[config.mk]
export PLATFORM = sky130hd
export DESIGN_NAME = axis_pkt_fifo
export DESIGN_NICKNAME = d
export VERILOG_FILES = /design/src/rtl/fsic_axis_pkg.sv /design/src/rtl/axis_fifo_mem.sv /design/src/rtl/axis_pkt_fifo.sv
export SDC_FILE = /design/constraint.sdc
export NUM_CORES = 1
export LEC_CHECK = 0
export CORE_ASPECT_RATIO = 1.2
export CORE_MARGIN = 1.5
export CORE_UTILIZATION = 40
export CTS_CLUSTER_SIZE = 12
export DETAILED_ROUTE_END_ITERATION = 8
export GPL_TIMING_DRIVEN = 1
export PLACE_DENSITY = 0.63
export SYNTH_ARGS = -nofsm -noshare
export SYNTH_HDL_FRONTEND = slang
export SYNTH_HIERARCHICAL = 1
export SYNTH_SLANG_ARGS = --single-unit
[constraint.sdc]
create_clock -name clk -period 9.7 [get_ports clk]
set_input_delay 1.94 -clock clk [delete_from_list [all_inputs] [get_ports clk]]
set_output_delay 1.94 -clock clk [all_outputs]
set_load 0.01 [all_outputs]
[src/rtl/fsic_axis_pkg.sv]
// ---------------------------------------------------------------------------
// fsic_axis_pkg
//   Shared types and width helpers for the AXI-Stream packet FIFO.
//   - pkt_fifo_state_e : packet-mode state (store-and-forward / cut-through)
//   - strb_width()     : byte-lane count for a given tdata width
//   - entry_width()    : stored word width {tdata, tstrb, tkeep, tuser, tlast}
// ---------------------------------------------------------------------------
package fsic_axis_pkg;

    typedef enum logic {
        ST_STORE = 1'b0,
        ST_CUT   = 1'b1
    } pkt_fifo_state_e;

    localparam int BYTE_W = 8;

    function automatic int strb_width(input int data_w);
        return data_w / BYTE_W;
    endfunction

    function automatic int entry_width(input int data_w, input int user_w);
        return data_w + 2 * strb_width(data_w) + user_w + 1;
    endfunction

endpackage

[src/rtl/axis_fifo_mem.sv]
// ---------------------------------------------------------------------------
// axis_fifo_mem
//   DEPTH x WIDTH storage array for the packet FIFO. One synchronous write
//   port and one asynchronous read port, so the FIFO head is visible in the
//   same cycle its read pointer selects it. Contents are never reset.
//
//   clk        in   clock
//   wr_en_i    in   write strobe
//   wr_addr_i  in   write address
//   wr_data_i  in   write word
//   rd_addr_i  in   read address
//   rd_data_o  out  read word (combinational)
// ---------------------------------------------------------------------------
module axis_fifo_mem #(
    parameter int DEPTH = 16,
    parameter int WIDTH = 45,
    parameter int AW    = $clog2(DEPTH)
) (
    input  logic             clk,
    input  logic             wr_en_i,
    input  logic [AW-1:0]    wr_addr_i,
    input  logic [WIDTH-1:0] wr_data_i,
    input  logic [AW-1:0]    rd_addr_i,
    output logic [WIDTH-1:0] rd_data_o
);

    logic [WIDTH-1:0] mem_q [DEPTH];

    always_ff @(posedge clk) begin
        if (wr_en_i) begin
            mem_q[wr_addr_i] <= wr_data_i;
        end
    end

    assign rd_data_o = mem_q[rd_addr_i];

endmodule

[src/rtl/axis_pkt_fifo.sv]
// ---------------------------------------------------------------------------
// axis_pkt_fifo
//   AXI-Stream FIFO carrying tdata/tstrb/tkeep/tuser/tlast.
//   PKT_MODE=0 : first-word-fall-through streaming.
//   PKT_MODE=1 : store-and-forward; the head is released only once a
//                complete packet (tlast) is stored. A packet that fills the
//                whole FIFO without tlast switches to cut-through until its
//                tlast beat leaves, and raises sticky oversize_err.
//
//   clk, rst_n           clock, asynchronous active-low reset
//   clear                synchronous flush (overrides all same-cycle events)
//   s_t*                 write-side AXI-Stream slave
//   m_t*                 read-side AXI-Stream master (all zero when !m_tvalid)
//   level                stored beat count
//   pkt_count            complete packets stored
//   almost_full          level >= AFULL_THR
//   empty                level == 0
//   oversize_err         sticky, packet exceeded DEPTH in packet mode
// ---------------------------------------------------------------------------
module axis_pkt_fifo
    import fsic_axis_pkg::*;
#(
    parameter int DATA_W    = 32,
    parameter int USER_W    = 2,
    parameter int DEPTH     = 16,
    parameter int PKT_MODE  = 0,
    parameter int AFULL_THR = DEPTH - 2
) (
    input  logic                    clk,
    input  logic                    rst_n,
    input  logic                    clear,
    input  logic                    s_tvalid,
    output logic                    s_tready,
    input  logic [DATA_W-1:0]       s_tdata,
    input  logic [DATA_W/8-1:0]     s_tstrb,
    input  logic [DATA_W/8-1:0]     s_tkeep,
    input  logic [USER_W-1:0]       s_tuser,
    input  logic                    s_tlast,
    output logic                    m_tvalid,
    input  logic                    m_tready,
    output logic [DATA_W-1:0]       m_tdata,
    output logic [DATA_W/8-1:0]     m_tstrb,
    output logic [DATA_W/8-1:0]     m_tkeep,
    output logic [USER_W-1:0]       m_tuser,
    output logic                    m_tlast,
    output logic [$clog2(DEPTH):0]  level,
    output logic [$clog2(DEPTH):0]  pkt_count,
    output logic                    almost_full,
    output logic                    empty,
    output logic                    oversize_err
);

    localparam int AW = $clog2(DEPTH);
    localparam int SW = strb_width(DATA_W);
    localparam int EW = entry_width(DATA_W, USER_W);

    localparam logic [AW:0] PTR_ONE   = {{AW{1'b0}}, 1'b1};
    localparam logic [AW:0] FULL_LVL  = (AW + 1)'(DEPTH);
    localparam logic [AW:0] AFULL_LVL = (AW + 1)'(AFULL_THR);

    // Pointers carry one extra wrap bit so full and empty are distinguishable.
    logic [AW:0]      wr_ptr_q, wr_ptr_d;
    logic [AW:0]      rd_ptr_q, rd_ptr_d;
    logic [AW:0]      pkt_count_q, pkt_count_d;
    pkt_fifo_state_e  state_q, state_d;
    logic             oversize_q, oversize_d;

    logic [AW:0]      level_w;
    logic             full_w;
    logic             wr_en;
    logic             rd_en;
    logic             head_valid;
    logic [EW-1:0]    wr_word;
    logic [EW-1:0]    rd_word;
    logic             rd_last;

    assign level_w = wr_ptr_q - rd_ptr_q;
    assign full_w  = (level_w == FULL_LVL);

    assign s_tready = !full_w && !clear;
    assign wr_en    = s_tvalid && s_tready;
    assign wr_word  = {s_tdata, s_tstrb, s_tkeep, s_tuser, s_tlast};

    axis_fifo_mem #(
        .DEPTH (DEPTH),
        .WIDTH (EW),
        .AW    (AW)
    ) u_mem (
        .clk       (clk),
        .wr_en_i   (wr_en),
        .wr_addr_i (wr_ptr_q[AW-1:0]),
        .wr_data_i (wr_word),
        .rd_addr_i (rd_ptr_q[AW-1:0]),
        .rd_data_o (rd_word)
    );

    assign rd_last = rd_word[0];

    // In store-and-forward the head is only offered once a whole packet is
    // inside; cut-through (and stream mode) offers whatever is stored.
    always_comb begin
        head_valid = (level_w != '0);
        if (PKT_MODE != 0 && state_q == ST_STORE) begin
            head_valid = (pkt_count_q != '0);
        end
    end

    assign m_tvalid = head_valid && !clear;
    assign rd_en    = m_tvalid && m_tready;

    // Gate the read mux so unwritten (X) memory never reaches the outputs.
    assign {m_tdata, m_tstrb, m_tkeep, m_tuser, m_tlast} = m_tvalid ? rd_word : '0;

    assign level        = level_w;
    assign pkt_count    = pkt_count_q;
    assign almost_full  = (level_w >= AFULL_LVL);
    assign empty        = (level_w == '0);
    assign oversize_err = oversize_q;

    always_comb begin
        wr_ptr_d    = wr_en ? wr_ptr_q + PTR_ONE : wr_ptr_q;
        rd_ptr_d    = rd_en ? rd_ptr_q + PTR_ONE : rd_ptr_q;
        pkt_count_d = pkt_count_q;
        state_d     = state_q;
        oversize_d  = oversize_q;

        case ({wr_en && s_tlast, rd_en && rd_last})
            2'b10:   pkt_count_d = pkt_count_q + PTR_ONE;
            2'b01:   pkt_count_d = pkt_count_q - PTR_ONE;
            default: pkt_count_d = pkt_count_q;
        endcase

        if (PKT_MODE != 0) begin
            case (state_q)
                ST_STORE: begin
                    // Full with no complete packet: nothing could ever drain,
                    // so fall back to cut-through for this packet.
                    if (full_w && pkt_count_q == '0) begin
                        state_d    = ST_CUT;
                        oversize_d = 1'b1;
                    end
                end
                ST_CUT: begin
                    if (rd_en && rd_last) begin
                        state_d = ST_STORE;
                    end
                end
                default: state_d = ST_STORE;
            endcase
        end

        if (clear) begin
            wr_ptr_d    = '0;
            rd_ptr_d    = '0;
            pkt_count_d = '0;
            state_d     = ST_STORE;
            oversize_d  = 1'b0;
        end
    end

    always_ff @(posedge clk or negedge rst_n) begin
        if (!rst_n) begin
            wr_ptr_q    <= '0;
            rd_ptr_q    <= '0;
            pkt_count_q <= '0;
            state_q     <= ST_STORE;
            oversize_q  <= 1'b0;
        end else begin
            wr_ptr_q    <= wr_ptr_d;
            rd_ptr_q    <= rd_ptr_d;
            pkt_count_q <= pkt_count_d;
            state_q     <= state_d;
            oversize_q  <= oversize_d;
        end
    end

endmodule

==> run_1/layer_met1.png <==
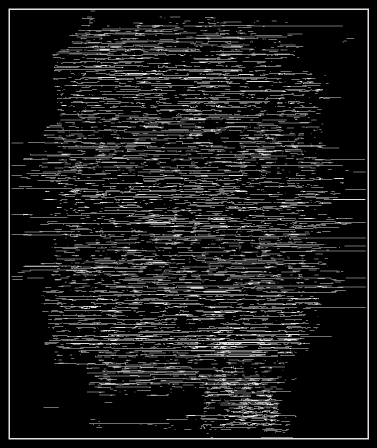
- wire length on this layer: 24.7 mm
- share of all routed wire: 40%
- longest straight run: 62.1 um
- main direction: horizontal
- nets with wire on the layer: 1403
met1 Resource Use GR: 0.2279
routed via count: 13070
Final Routed Wirelength: 61.22 mm

==> run_1/layer_met2.png <==
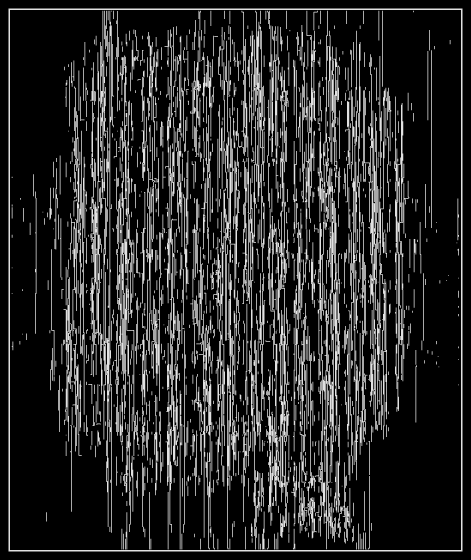
- main direction: vertical
- share of all routed wire: 53%
- longest straight run: 182 um
met2 Resource Use GR: 0.3102

==> run_1/layer_met3.png <==
Bar = 50 um.
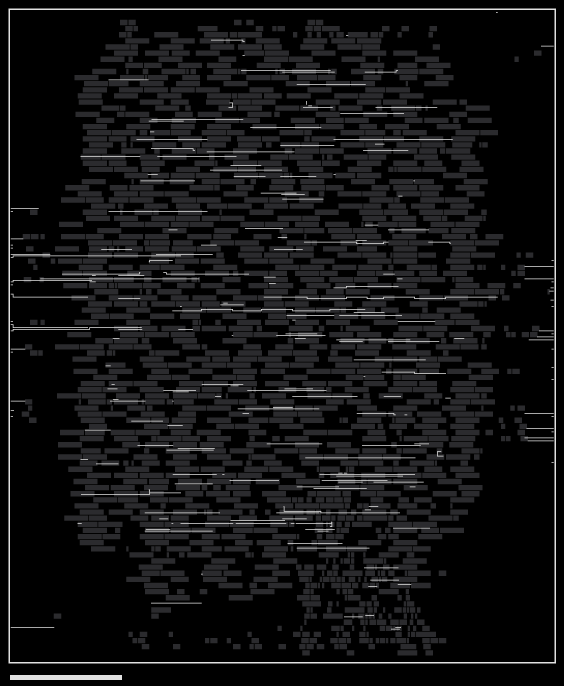
- wire length on this layer: 3180 um
- longest straight run: 74.5 um
- main direction: horizontal
- share of all routed wire: 5.2%
Global Route met3 Usage: 0.02812

==> run_1/layer_met4.png <==
Bar = 50 um.
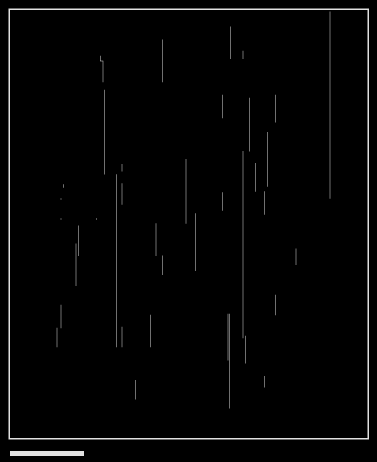
- longest straight run: 127 um
- wire length on this layer: 1070 um

-- run 1: layout by cell type, fill, tap and decap left out, drive strengths merged, types with 4 or more instances in the layout --
| master | n |
|---|---|
| a21o | 4 |
| a21oi | 11 |
| a22oi | 86 |
| and2 | 45 |
| buf | 26 |
| clkbuf | 85 |
| clkdlybuf4s50 | 104 |
| clkinv | 6 |
| dfrtp | 15 |
| edfxtp | 688 |
| ha | 9 |
| inv | 15 |
| mux2i | 6 |
| mux4 | 172 |
| nand2 | 52 |
| nand2b | 4 |
| nand3 | 4 |
| nand3b | 4 |
| nor2 | 36 |
| nor2b | 6 |
| nor3 | 7 |
| o211ai | 6 |
| o21ai | 4 |
| xnor2 | 4 |
| xor2 | 9 |
-- run 1: where the power goes --
part | switching (W) | leakage, nW | internal (W)
Sequential | 0.0000947 | 6.40 | 0.00342
Combinational | 0.000828 | 2.36 | 0.000886
Clock | 0.00105 | 0.985 | 0.00142
Total | 0.00197 | 9.74 | 0.00573
-- run 1: layer usage --
layer	global-route usage	up-vias	share of wire
met4	0.05030	10	0.017
met5	0	-	0.0011
met3	0.02812	84	0.052
met2	0.3102	355	0.53
li1	-	5564	-
met1	0.2279	7057	0.40
-- run 1: registers in the layout (all words and copies together) (netlist names) --
register	cells
u_mem/mem_q	688
pkt_count	5
rd_ptr_q	5
wr_ptr_q	5
-- run 1: final timing paths --
| check | endpoint | slack, ns |
|---|---|---|
| worst max register to register | u_mem/mem_q[8][24]$_DFFE_PP_ | 4.60 |
| min in group asynchronous | pkt_count[1]$_DFFE_PN0P_ | 1.80 |
| worst max-delay path | m_tdata[12] | 3.02 |
| worst min-delay path | pkt_count[0]$_DFFE_PN0P_ | 0.56 |
| worst min register to register | pkt_count[0]$_DFFE_PN0P_ | 0.56 |
| max in group asynchronous | rd_ptr_q[1]$_DFFE_PN0P_ | 7.30 |
-- run 1: cells by family (layout without fill, tap and decap cells) --
| family | count (synthesis) | after routing | synth area share |
|---|---|---|---|
| AOI/OAI and AO/OA | 124 | 124 | 0.03322 |
| xor gates and xnor gates | 13 | 13 | 0.004701 |
| adders and majority gates | 11 | 11 | 0.005567 |
| buffers and inverters | 81 | 238 | 0.01501 |
| DFF | 703 | 703 | 0.7672 |
| muxes | 179 | 179 | 0.1439 |
| other | 1 | 1 | 0.0001368 |
| and+or+nand+nor | 165 | 165 | 0.03030 |
-- run 1: through the flow --
stage,utilization,cells,total power (W)
final,0.4688,2335,0.007702
after global routing,0.4688,2335,0.008025
after CTS,0.4688,2335,0.007814
after floorplan,-,1277,0.004719
after detailed placement,0.4389,2240,0.005338
after global placement,0.4389,2240,0.005315
-- run 1: layout make-up --
cell class / count / area [um2]
inverters: 13 / 48.80
flip-flops and latches: 703 / 21040
well taps: 901 / 1127
multi-input cells: 493 / 6113
clock inverters: 10 / 113.9
repair buffers: 130 / 1249
fillers: 5602 / 35810
clock buffers: 85 / 1903
==> impl_metrics.csv, run 1 <==
group,metric,value,unit
setup_path,end_kind,"output port",
clocking,post_cts_resized,0,
placed_design,port_buffers,104,
logic_synthesis,yosys.stat.seqShare,0.7672,
finish,drive_above_1_share,0.2204,
floorplan,ports_placed_on_the_boundary,106,
routing,detailedRoute.firstPassIterationCount,5,
setup_path,worst-setup-path-type,"in -> out",
logic_synthesis,yosysMostFrequentCell,"sky130_fd_sc_hd__edfxtp_1",
final_timing,rsz0062_at_grt,"false",
floorplan,die.size.x,242.0,um
floorplan,area_of_the_placeable_core,67400,um2
setup_path,crit_chain,"clkdlybuf4s50_1, nor2_4, buf_4, and2_1, clkdlybuf4s50_1",
final_timing,period_minus_slack,6.681,ns
floorplan,die_height,289.8,um
logic_synthesis,top_area_cell,"sky130_fd_sc_hd__edfxtp_1",
logic_synthesis,synth_area,27420,um2
routing,drc_errors,0,
setup_path,crit_family,"buffers and inverters",
job,cap_viol_max_count,0,
run_status,status,"complete, no violations",
placed_design,dp_hpwl,29.92,mm
clocking,clock_tree.root_cell,"sky130_fd_sc_hd__clkbuf_16",
final_timing,maximum_clock_rate,0.1497,GHz
setup_path,critical_path.startpoint,"clear",
placed_design,place_worst_setup_slack,2.867,ns
final_timing,max-slew-margin-rel,0.3082,
logic_synthesis,synth.cells.most_frequent,"sky130_fd_sc_hd__edfxtp_1 (688), sky130_fd_sc_hd__mux4_2 (172), sky130_fd_sc_hd__a22oi_1 (86)",
final_timing,worst_pin_slew,1.038,ns
setup_path,critical_path_peak_fanout,28,
power_and_ir_drop,leakagePower,9.738,nW
logic_synthesis,area_leaders,"sky130_fd_sc_hd__edfxtp_1 (75%), sky130_fd_sc_hd__mux4_2 (14%), sky130_fd_sc_hd__a22oi_1 (2.4%)",
logic_synthesis,ys_ff,703,
setup_path,regToRegStartpoint,"rd_ptr_q[0]$_DFFE_PN0P_",
clocking,numClockSinks,703,
min_path,min-delay-start,"pkt_count[0]$_DFFE_PN0P_",
final_timing,final_setup_violation_count,0,
floorplan,num_rows,104,
global_routing,first_pass_grt_wire_length,90.98,mm
logic_synthesis,fraction_of_post_synthesis_cell_area_in_the_top_cell_type_by_area,0.7535,
power_and_ir_drop,powerDensity,243.7,nW/um2
logic_synthesis,synth_area_per_cell,21.47,um2
final_timing,final.setup.worst_slack,3.019,ns
logic_synthesis,netlist-cell-type-count,54,
finish,layout.cell_area.non_filler,31600,um2
routing,wire_per_inst,26.22,um
==> run_1/congestion.png <==
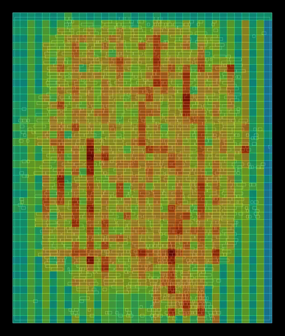

==> run 1 -> run 2 <==
Clock period 9.7 ns to 6.38 ns, I/O delays scaled along.
==> run_2/congestion.png <==
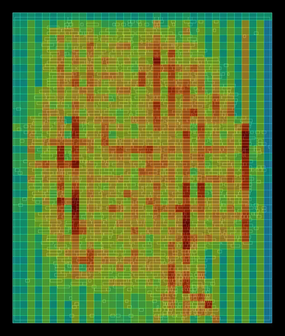
met1 Resource Use GR: 0.2312
met2 Resource Use GR: 0.2929
DR WL/cell: 25.73 um
combined global-route utilization of all metal layers: 0.1734
most used routing layer in global routing: met2

==> run 2 against run 1 <==
Utilization grew 0.14 points. Flip-flop count unchanged. Cell count is 0.47% higher. Die size did not move. Count of clock-buffer cells in the layout rose by 4. Power is 51% higher. Non-clock buffer count grew 3. Via count rose by 0.65%. Clock skew increased by 0.0017 ns. Routed wire length shrank 1.4%. Area after synthesis is the same. Largest cell class unchanged.
==> impl_metrics.csv, run 2 <==
group,metric,value,unit
setup_path,worst-setup-path-type,"reg -> out",
finish,layout.cells.most_common,"sky130_fd_sc_hd__edfxtp_1",
final_timing,worst_pin_slew,1.020,ns
power_and_ir_drop,powerDensity,367.2,nW/um2
setup_path,crit_chain,"inv_1, ha_1, fa_1, xnor2_2, a211oi_2, nor2_2, nor2_1, nor2_4, buf_12, and2_1, clkdlybuf4s50_1",
placed_design,port_buffers,104,
final_timing,maximum_clock_rate,0.1763,GHz
logic_synthesis,fraction_of_post_synthesis_cell_area_in_the_top_cell_type_by_area,0.7535,
routing,detailedRoute.firstPassIterationCount,5,
floorplan,ports_placed_on_the_boundary,106,
finish,layoutNonFillerInstCount,2346,
setup_path,critical_path.startpoint,"wr_ptr_q[0]$_DFFE_PN0P_",
clocking,numClockSinks,703,
floorplan,area_of_the_placeable_core,67400,um2
power_and_ir_drop,leakagePower,9.743,nW
clocking,post_cts_resized,0,
logic_synthesis,yosysMostFrequentCell,"sky130_fd_sc_hd__edfxtp_1",
finish,top_register,"u_mem/mem_q",
logic_synthesis,netlist-cell-type-count,54,
logic_synthesis,synth_area,27420,um2
floorplan,die.size.x,242.0,um
global_routing,first_pass_grt_wire_length,89.63,mm
clocking,clock_tree.root_cell,"sky130_fd_sc_hd__clkbuf_16",
run_status,status,"complete, no violations",
finish,drive_above_1_share,0.2198,
setup_path,end_kind,"output port",
final_timing,period_minus_slack,5.672,ns
placed_design,post-place-cells,2243,
final_timing,max-slew-margin-rel,0.3187,
setup_path,crit_family,"simple AND/OR/NAND/NOR gates",
logic_synthesis,ys_ff,703,
floorplan,die_height,289.8,um
logic_synthesis,yosys.stat.seqShare,0.7672,
finish,mostFrequentLayoutCells,"sky130_fd_sc_hd__edfxtp_1 (688), sky130_fd_sc_hd__mux4_2 (172), sky130_fd_sc_hd__clkdlybuf4s50_1 (104)",
## run 2: cell types whose count changed in the layout (fill, tap and decap cells not counted), sizes merged, moves of 2 or more
| cell | previous run | this run |
|---|---|---|
| bufinv | 2 | 0 |
| buf | 26 | 29 |
| clkbuf | 85 | 89 |
| diode | 0 | 3 |
## run 2: cell type report
type,instances,area share
Timing Repair Buffer,133,0.04446
Sequential cell,703,0.6640
Clock inverter,11,0.002369
Multi-Input combinational cell,493,0.1929
Antenna cell,3,0.0002369
Inverter,13,0.001540
Clock buffer,89,0.05887
Tap cell,901,0.03557
## run 2: cells by family after synthesis
| family | count (synthesis) | share of synthesized area |
|---|---|---|
| DFF | 703 | 0.7672 |
| muxes | 179 | 0.1439 |
| and+or+nand+nor | 165 | 0.03030 |
| AOI/OAI and AO/OA | 124 | 0.03322 |
| buffers and inverters | 81 | 0.01501 |
| xor gates and xnor gates | 13 | 0.004701 |
| adders and majority gates | 11 | 0.005567 |
| other | 1 | 0.0001368 |
## run 2: metal layers
layer  vias to the layer above  track usage  part of all wire
met5                         -            0           0.00076
met4                         8      0.04985             0.019
met3                        81      0.03034             0.057
met2                       371       0.2929              0.50
met1                      7127       0.2312              0.42
li1                       5568            -                 -
## run 2: per-stage QoR
stage	instance area, um2	total power (W)	hold WS (ns)	worst slack (ns)
floorplan	27420	0.007174	0.5238	0.1422
global placement	29740	0.008119	0.5518	1.405
detailed placement	29740	0.008144	0.5576	1.276
CTS	31680	0.01180	0.5709	0.6171
global route	31680	0.01212	0.6097	0.4552
finish	31690	0.01163	0.5621	0.7082
## run 2: tightest hold or removal path: cells and delay by family (launching register included)
family                    cells  cell delay [ns]
xor gates and xnor gates      1             0.08
DFF                           1             0.37
and+or+nand+nor               1             0.07
## run 2: path summary, 6_finish.rpt
check / end / slack, ns / cells past startpoint
setup / recovery: m_tdata[17] / 0.71 / 11
hold / removal: rd_ptr_q[4]$_DFFE_PN0P_ / 0.56 / 2
setup reg to reg: u_mem/mem_q[3][13]$_DFFE_PP_ / 1.72 / 12
hold reg to reg: rd_ptr_q[4]$_DFFE_PN0P_ / 0.56 / 2
max in group asynchronous: rd_ptr_q[1]$_DFFE_PN0P_ / 4.72 / 1
min in group asynchronous: pkt_count[1]$_DFFE_PN0P_ / 1.12 / 1
## run 2: power breakdown
group          total, W  internal [W]  switching [W]
Combinational   0.00271       0.00137        0.00134
Sequential      0.00528       0.00520      0.0000806
Clock           0.00364       0.00204        0.00160
Total            0.0116       0.00861        0.00302
==> run_2/layer_met3.png <==
Bar = 50 um.
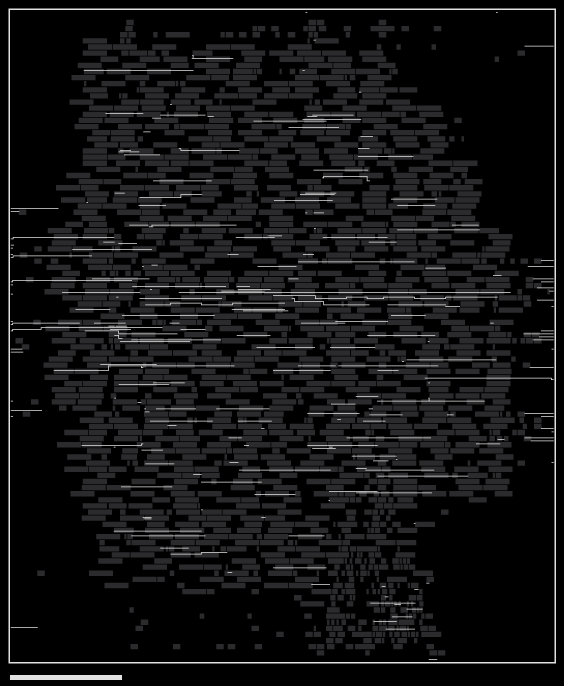

==> run 2 -> run 3 <==
Settings changed: CAP_MARGIN set to 40.
==> run_3/layer_met3.png <==
Bar = 50 um.
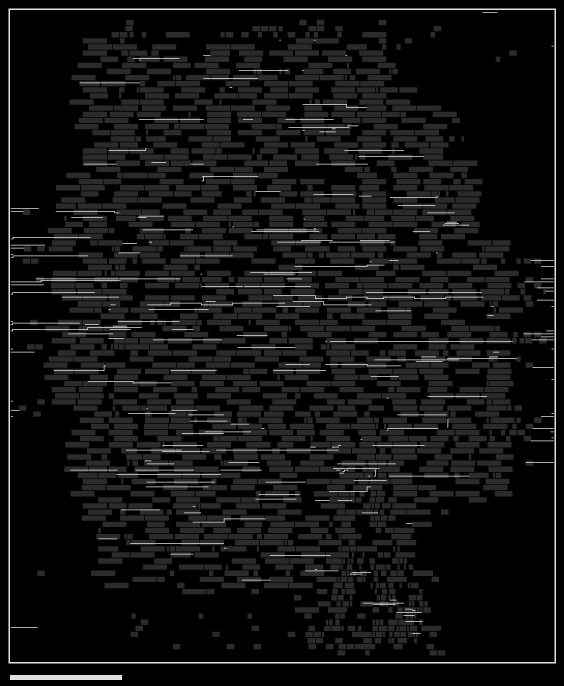
- longest straight run: 81.0 um
- nets with wire on the layer: 111
- share of all routed wire: 5.3%
- main direction: horizontal
Final Routed Wirelength: 60.35 mm
Global Route met3 Usage: 0.02876
routed via count: 13230

==> run 3 against run 2 <==
Clock power about the same. Flip-flop count unchanged. Clock skew down 0.0014 ns. Critical path depth unchanged. Die size unchanged. Sequential share of layout area down 0.36 points. Non-clock buffer count up 6. Sequential power about the same. Cell count up 0.30%. Via count up 0.54%. Synthesized cell count unchanged. Area after synthesis unchanged. Largest power group unchanged.
==> impl_metrics.csv, run 3 <==
group,metric,value,unit
run_status,status,"complete, no violations",
final_timing,period_minus_slack,5.650,ns
floorplan,area_of_the_placeable_core,67400,um2
placed_design,dp_hpwl,31.93,mm
floorplan,die_height,289.8,um
finish,max_ffs_per_register,688,
clocking,post_cts_resized,0,
job,cap_viol_max_count,0,
final_timing,worst_pin_slew,0.9217,ns
logic_synthesis,area_leaders,"sky130_fd_sc_hd__edfxtp_1 (75%), sky130_fd_sc_hd__mux4_2 (14%), sky130_fd_sc_hd__a22oi_1 (2.4%)",
floorplan,ports_placed_on_the_boundary,106,
power_and_ir_drop,powerDensity,366.6,nW/um2
global_routing,first_pass_grt_wire_length,89.98,mm
logic_synthesis,synth_area_per_cell,21.47,um2
routing,viasPerCell,5.621,
clocking,clk_latency,0.59,ns
finish,n_antenna_cell,0,
setup_path,end_kind,"output port",
final_timing,max-slew-margin-rel,0.3855,
finish,drive_above_1_share,0.2225,
finish,layout.cells.most_common,"sky130_fd_sc_hd__edfxtp_1",
setup_path,worst-setup-path-type,"reg -> out",
final_timing,worst_hold_slack,0.5685,ns
logic_synthesis,synth.cells.most_frequent,"sky130_fd_sc_hd__edfxtp_1 (688), sky130_fd_sc_hd__mux4_2 (172), sky130_fd_sc_hd__a22oi_1 (86)",
logic_synthesis,ys_ff,703,
routing,drc_errors,0,
global_routing,grt_antenna_before_repair,3,
routing,wire_per_inst,25.65,um
setup_path,crit_chain,"inv_1, ha_1, fa_1, xnor2_2, a211oi_2, nor2_2, nor2_1, nor2_4, buf_12, and2_1, clkdlybuf4s50_1",
finish,mostFrequentLayoutCells,"sky130_fd_sc_hd__edfxtp_1 (688), sky130_fd_sc_hd__mux4_2 (172), sky130_fd_sc_hd__clkdlybuf4s50_1 (104)",
logic_synthesis,yosysMostFrequentCell,"sky130_fd_sc_hd__edfxtp_1",
logic_synthesis,top_area_cell,"sky130_fd_sc_hd__edfxtp_1",
final_timing,maximum_clock_rate,0.1770,GHz
floorplan,die.size.x,242.0,um
logic_synthesis,fraction_of_post_synthesis_cell_area_in_the_top_cell_type_by_area,0.7535,
logic_synthesis,synth_area,27420,um2
logic_synthesis,netlist-cell-type-count,54,
final_timing,rsz0062_at_grt,"false",
clocking,numClockSinks,703,
floorplan,num_rows,104,
run 3: power breakdown:
group | internal (W) | switching, W
clock | 0.00206 | 0.00160
combinational | 0.00139 | 0.00135
sequential | 0.00520 | 0.0000811
total | 0.00865 | 0.00303
run 3: layout make-up:
| type | count | area (um2) | share of cell area |
|---|---|---|---|
| Sequential cell | 703 | 21040 | 0.6604 |
| Multi-Input combinational cell | 493 | 6113 | 0.1919 |
| Clock buffer | 88 | 1882 | 0.05906 |
| Timing Repair Buffer | 139 | 1559 | 0.04893 |
| Tap cell | 901 | 1127 | 0.03538 |
| Clock inverter | 16 | 88.84 | 0.002788 |
| Inverter | 13 | 48.80 | 0.001532 |
run 3: cell families after synthesis:
group	count (synthesis)	synth area share
flops	703	0.7672
mux	179	0.1439
simple gates	165	0.03030
compound gates	124	0.03322
buf+inv	81	0.01501
xor+xnor	13	0.004701
fa+ha+maj	11	0.005567
other cells	1	0.0001368
run 3: worst paths after layout:
| path | from | endpoint | slack [ns] | cells past startpoint |
|---|---|---|---|---|
| worst max-delay path | wr_ptr_q[0]$_DFFE_PN0P_ | m_tdata[17] | 0.73 | 11 |
| worst min-delay path | rd_ptr_q[4]$_DFFE_PN0P_ | rd_ptr_q[4]$_DFFE_PN0P_ | 0.57 | 2 |
| worst max register to register | wr_ptr_q[0]$_DFFE_PN0P_ | u_mem/mem_q[3][13]$_DFFE_PP_ | 1.71 | 12 |
| worst min register to register | rd_ptr_q[4]$_DFFE_PN0P_ | rd_ptr_q[4]$_DFFE_PN0P_ | 0.57 | 2 |
| max in group asynchronous | rst_n | rd_ptr_q[1]$_DFFE_PN0P_ | 4.72 | 1 |
| min in group asynchronous | rst_n | pkt_count[4]$_DFFE_PN0P_ | 1.12 | 1 |
run 3: worst max-delay path: cells and delay by family, from the launching register on:
kind / cells / cell delay [ns]
DFF: 1 / 0.57
and+or+nand+nor: 4 / 1.16
AOI/OAI and AO/OA: 1 / 0.10
adders and majority gates: 2 / 0.68
buffers and inverters: 3 / 0.94
xor gates and xnor gates: 1 / 0.31
run 3: layer usage:
| metal | GRT usage | share of wire | vias up |
|---|---|---|---|
| met3 | 0.02876 | 0.053 | 81 |
| li1 | - | - | 5584 |
| met4 | 0.04787 | 0.018 | 6 |
| met1 | 0.2345 | 0.42 | 7194 |
| met5 | 0 | 0.00071 | - |
| met2 | 0.2921 | 0.51 | 361 |
run 3: metrics by stage:
stage               worst slack [ns]  instance area, um2  power [W]  instances  utilization
CTS                           0.6195               31860    0.01184       2353       0.4727
global route                  0.4187               31860    0.01215       2353       0.4727
global placement               1.405               29740   0.008119       2243       0.4412
detailed placement             1.276               29890   0.008161       2249       0.4435
floorplan                     0.1422               27420   0.007174       1277            -
finish                        0.7302               31860    0.01168       2353       0.4727
Power and IR drop assume default switching activity.
